floorplan.png
Bar = 20 um. Pins as bars on the die edge.
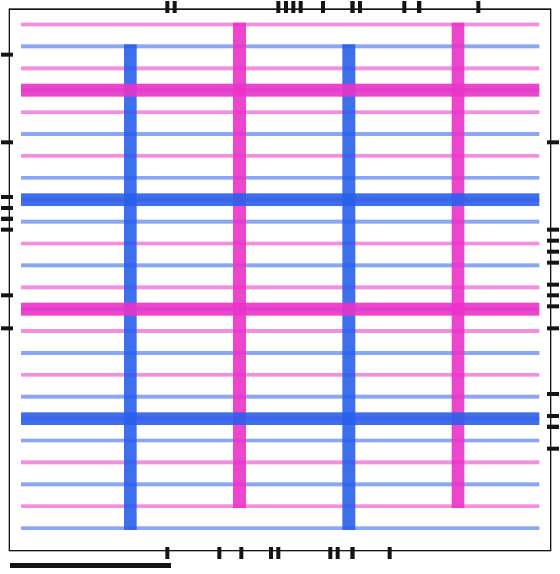
placed.png
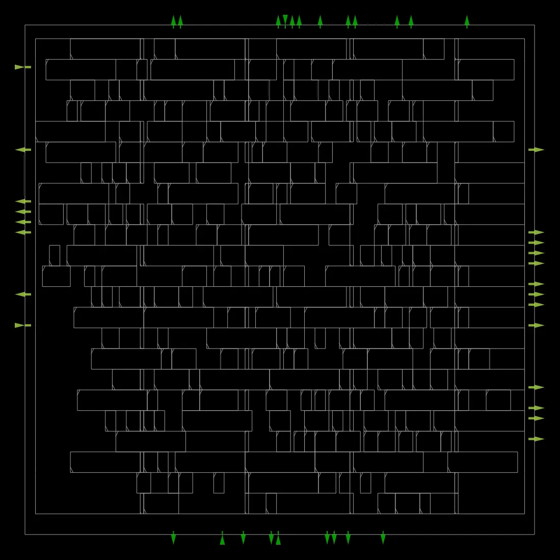
### config.mk
export PLATFORM = sky130hd
export DESIGN_NAME = repetition_matcher
export DESIGN_NICKNAME = d
export VERILOG_FILES = /design/src/rtl/repetition_matcher.sv
export SDC_FILE = /design/constraint.sdc
export NUM_CORES = 1
export LEC_CHECK = 0
export CAP_MARGIN = 20
export CORE_UTILIZATION = 55
export DETAILED_ROUTE_END_ITERATION = 6
export DONT_BUFFER_PORTS = 1
export PLACE_DENSITY = 0.72
export SLEW_MARGIN = 20
export SYNTH_ARGS = -nofsm -noshare
export SYNTH_HDL_FRONTEND = slang
export SYNTH_SLANG_ARGS = --single-unit
### constraint.sdc
create_clock -name clk -period 4.1 [get_ports clk]
set_input_delay 1.025 -clock clk [delete_from_list [all_inputs] [get_ports clk]]
set_output_delay 1.025 -clock clk [all_outputs]
set_load 0.1 [all_outputs]
### src/rtl/repetition_matcher.sv
// repetition_matcher: turns the a/b event streams into registered match pulses
// for consecutive-a and a->goto-b repetitions. It also flags a/b spacing
// violations and keeps saturating hit counters for readout.
//
// Goto FSM states
//   state  | meaning
//   IDLE   | no a seen yet, or the last goto sequence has completed
//   WAIT_B | a seen; counting b samples towards GOTO_COUNT
module repetition_matcher #(
  parameter int CONSEC_LEN = 5,
  parameter int GOTO_COUNT = 2,
  parameter int MIN_GAP    = 4,
  parameter int CNT_W      = 16
) (
  input  logic             clk,
  input  logic             rst,
  input  logic             a,
  input  logic             b,
  input  logic             clr,
  output logic             consec_match,
  output logic             goto_match,
  output logic             goto_busy,
  output logic [CNT_W-1:0] consec_hits,
  output logic [CNT_W-1:0] goto_hits,
  output logic             err_gap,
  output logic             err_bb
);

  localparam int RUN_W  = $clog2(CONSEC_LEN + 1);
  localparam int BCNT_W = $clog2(GOTO_COUNT + 1);
  localparam int GAP_W  = $clog2(MIN_GAP + 1);

  localparam logic [RUN_W-1:0]  RUN_LAST  = RUN_W'(CONSEC_LEN - 1);
  localparam logic [BCNT_W-1:0] BCNT_LAST = BCNT_W'(GOTO_COUNT - 1);
  localparam logic [GAP_W-1:0]  GAP_LOAD  = GAP_W'(MIN_GAP - 1);

  localparam logic [0:0] IDLE   = 1'b0;
  localparam logic [0:0] WAIT_B = 1'b1;

  logic [0:0]        state;
  logic [RUN_W-1:0]  run;
  logic [BCNT_W-1:0] bcnt;
  logic [GAP_W-1:0]  gap;
  logic              b_prev;

  logic consec_hit;
  logic goto_hit;
  logic gap_viol;
  logic bb_viol;

  // Decode this edge's trigger and violation conditions
  always_comb begin
    consec_hit = a && (run == RUN_LAST);
    goto_hit   = (state == WAIT_B) && !a && b && (bcnt == BCNT_LAST);
    gap_viol   = b && (a || (gap != '0));
    bb_viol    = b && b_prev;
  end

  assign goto_busy = (state == WAIT_B);

  // Consecutive-a run counter; restarts after every match so matches never overlap
  always_ff @(posedge clk or posedge rst) begin
    if (rst) begin
      run          <= '0;
      consec_match <= 1'b0;
    end else begin
      consec_match <= consec_hit;
      if (!a || consec_hit)
        run <= '0;
      else
        run <= run + 1'b1;
    end
  end

  // Goto FSM: an a (re)arms the sequence; a b in the same cycle as an a is ignored
  always_ff @(posedge clk or posedge rst) begin
    if (rst) begin
      state      <= IDLE;
      bcnt       <= '0;
      goto_match <= 1'b0;
    end else begin
      goto_match <= goto_hit;
      case (state)
        IDLE: begin
          if (a) begin
            state <= WAIT_B;
            bcnt  <= '0;
          end
        end
        WAIT_B: begin
          if (a) begin
            bcnt <= '0;
          end else if (b) begin
            if (goto_hit) begin
              state <= IDLE;
              bcnt  <= '0;
            end else begin
              bcnt <= bcnt + 1'b1;
            end
          end
        end
        default: begin
          state <= IDLE;
          bcnt  <= '0;
        end
      endcase
    end
  end

  // Gap window counter and previous-b history for the spacing checks
  always_ff @(posedge clk or posedge rst) begin
    if (rst) begin
      gap    <= '0;
      b_prev <= 1'b0;
    end else begin
      b_prev <= b;
      if (a)
        gap <= GAP_LOAD;
      else if (gap != '0)
        gap <= gap - 1'b1;
    end
  end

  // Sticky error flags; a violation in the clear cycle keeps its flag set
  always_ff @(posedge clk or posedge rst) begin
    if (rst) begin
      err_gap <= 1'b0;
      err_bb  <= 1'b0;
    end else if (clr) begin
      err_gap <= gap_viol;
      err_bb  <= bb_viol;
    end else begin
      err_gap <= err_gap | gap_viol;
      err_bb  <= err_bb | bb_viol;
    end
  end

  // Saturating hit counters, updated on the same edge that registers the pulse
  always_ff @(posedge clk or posedge rst) begin
    if (rst) begin
      consec_hits <= '0;
      goto_hits   <= '0;
    end else if (clr) begin
      consec_hits <= {{(CNT_W-1){1'b0}}, consec_hit};
      goto_hits   <= {{(CNT_W-1){1'b0}}, goto_hit};
    end else begin
      if (consec_hit && (consec_hits != '1))
        consec_hits <= consec_hits + 1'b1;
      if (goto_hit && (goto_hits != '1))
        goto_hits <= goto_hits + 1'b1;
    end
  end

endmodule
==> flow_summary_export.csv <==
group,metric,value,unit
final_layout,lay_top_count,"dfrtp_1",
logic_synthesis,yosysTopAreaCellShare,49.4,%
final_layout,flops,46,
logic_synthesis,synthMuxAreaShare,1.29,%
critical_path,reg2reg_to,"goto_hits[1]",
timing,maxSlewHeadroom,30.5,%
critical_path,worstSetupPathType,"flop to flop",
floorplan,initCoreUtil,57.8,%
drt,drtAntennaViolNets,0,
timing,post-route-min-period,2.63,ns
global_routing,gr-usage-met3,7.19,%
critical_path,worstSetupEndpoint,"goto_hits[1]",
global_routing,grt_remaining_overflow,0,
timing,drv_slew,0,
logic_synthesis,yosysTopAreaCell,"dfrtp_1",
critical_path,crit_slowest_cell,"nor4_2",
final_layout,n_all_buffers,23,
critical_path,crit_start,"goto_hits[1]",
timing,setup_viol,0,
placed_design,gp_congestion,0.833,
drt,post_drt_wl_per_cell,14.5,um
global_routing,grt_max_degree,47,
placed_design,place_inst,296,
timing,worst_slack,1.47,ns
drt,drt_pre_antenna_iters,4,
critical_path,reg2reg_slack,1.47,ns
drt,route.met2.wl,2140,um
final_layout,sh_comb_area,40.9,%
global_routing,grt_pass1_vias,1672,
critical_path,required,4.29,ns
power,internal_power,756,uW
critical_path,endpoint_kind,"flop",
global_routing,grt_use_met2,37.8,%
global_routing,antenna_found_initial,0,
timing,fin_crit_sh,64.1,%
logic_synthesis,ys_sh_simple,28.0,%
floorplan,taps,50,
drt,dr_wl_met3,242,um
global_routing,busiest_layer,"met2",
logic_synthesis,ys_top_cells_by_count,"dfrtp_1 (46), nor2_1 (36), nand2_1 (18), xnor2_1 (15), xor2_1 (14)",
drt,totalWireLength,4430,um
run,drv_cap,0,
logic_synthesis,syn_nets,244,
outcome,status,"finished, final reports clean",
global_routing,grt_pass1_wl,7810,um
final_layout,top_area_cell_class,"sequential cells",
critical_path,r2r_cells,8,
critical_path,slowest_delay,0.75,ns
hold_path,hp-class,"flop to flop",
logic_synthesis,synth-xor-area-share,10.9,%
placed_design,place_ws,1.50,ns
power,powerDensity,369,mW/mm^2
run,warnings,27,
final_layout,logic_area,0.00110,sq mm
clock_network,cts_hold_buf,0,
final_layout,bufAreaShareNonClock,6.90,%
logic_synthesis,synth_stat.cells,233,
critical_path,cp_common_cell,"buf_4",
final_layout,comb_cells,166,
drt,viasPerCell,5.56,
global_routing,grt.met1_usage,29.2,%
clock_network,path_clk_slew,0.08,ns
final_layout,final_util,66.6,%
drt,dr_total_vias,1695,
logic_synthesis,avgSynthCellArea,10.0,sq um
clock_network,numCtsBuffers,5,
power,finalPower,990,uW
drt,drtIter0Drc,101,
logic_synthesis,yosysMostFrequentCell,"dfrtp_1",
final_layout,syn2layout_area_growth,15.1,%
drt,drc_errors,0,
hold_path,worstHoldStart,"b_prev",
logic_synthesis,edf_count,0,
floorplan,die_width,67.1,um
logic_synthesis,ys_chip_area,0.00233,sq mm
timing,tns,0,ns
logic_synthesis,ys_types,37,
final_layout,mostFrequentLayoutCells,"dfrtp_1 (46), nor2_1 (36), buf_4 (22)",
final_layout,clkbuf_count,6,
clock_network,post_cts_resized,0,
clock_network,clk_latency,0.30,ns
power,power_frac_comb,8.7,%
final_layout,final-seq-area,0.00115,sq mm
logic_synthesis,synthAoiAreaFrac,3.33,%
## Picture notes: floorplan.png
Key: VSS = blue; VDD = magenta
4 straps on met5. 24 met1 rails follow the rows. 4 straps on met4.

## Picture notes: placed.png
Seq area share: 42.9%
Cell Rows: 23
Finished Layout Cells: 305
core footprint: 0.00403 sq mm

==> power groups by stage <==
stage	Sequential [uW]	Combinational [uW]	Clock, uW
floorplan	525	50.8	0
global placement	503	81.1	0
detailed placement	503	85.2	0
CTS	494	86.3	419
global route	496	98.7	434
finish	494	86.0	411
==> state kept, by name, summed over array words and instances, names as in the netlist <==
name          cells
consec_match      1
bcnt              2
gap               3
consec_hits      16
goto_hits        16
err_bb            1
goto_busy         1
run               3
goto_match        1
b_prev            1
err_gap           1
==> worst max-delay path: cells and delay by family, from the launching register on <==
kind	cells	cell delay, ns
multiplexers	1	0.19
buffers and inverters	2	0.57
adder cells (fa/ha/maj)	1	0.24
flip-flops	1	0.33
AND/OR/NAND/NOR	4	1.19
Power and IR drop assume default switching activity.
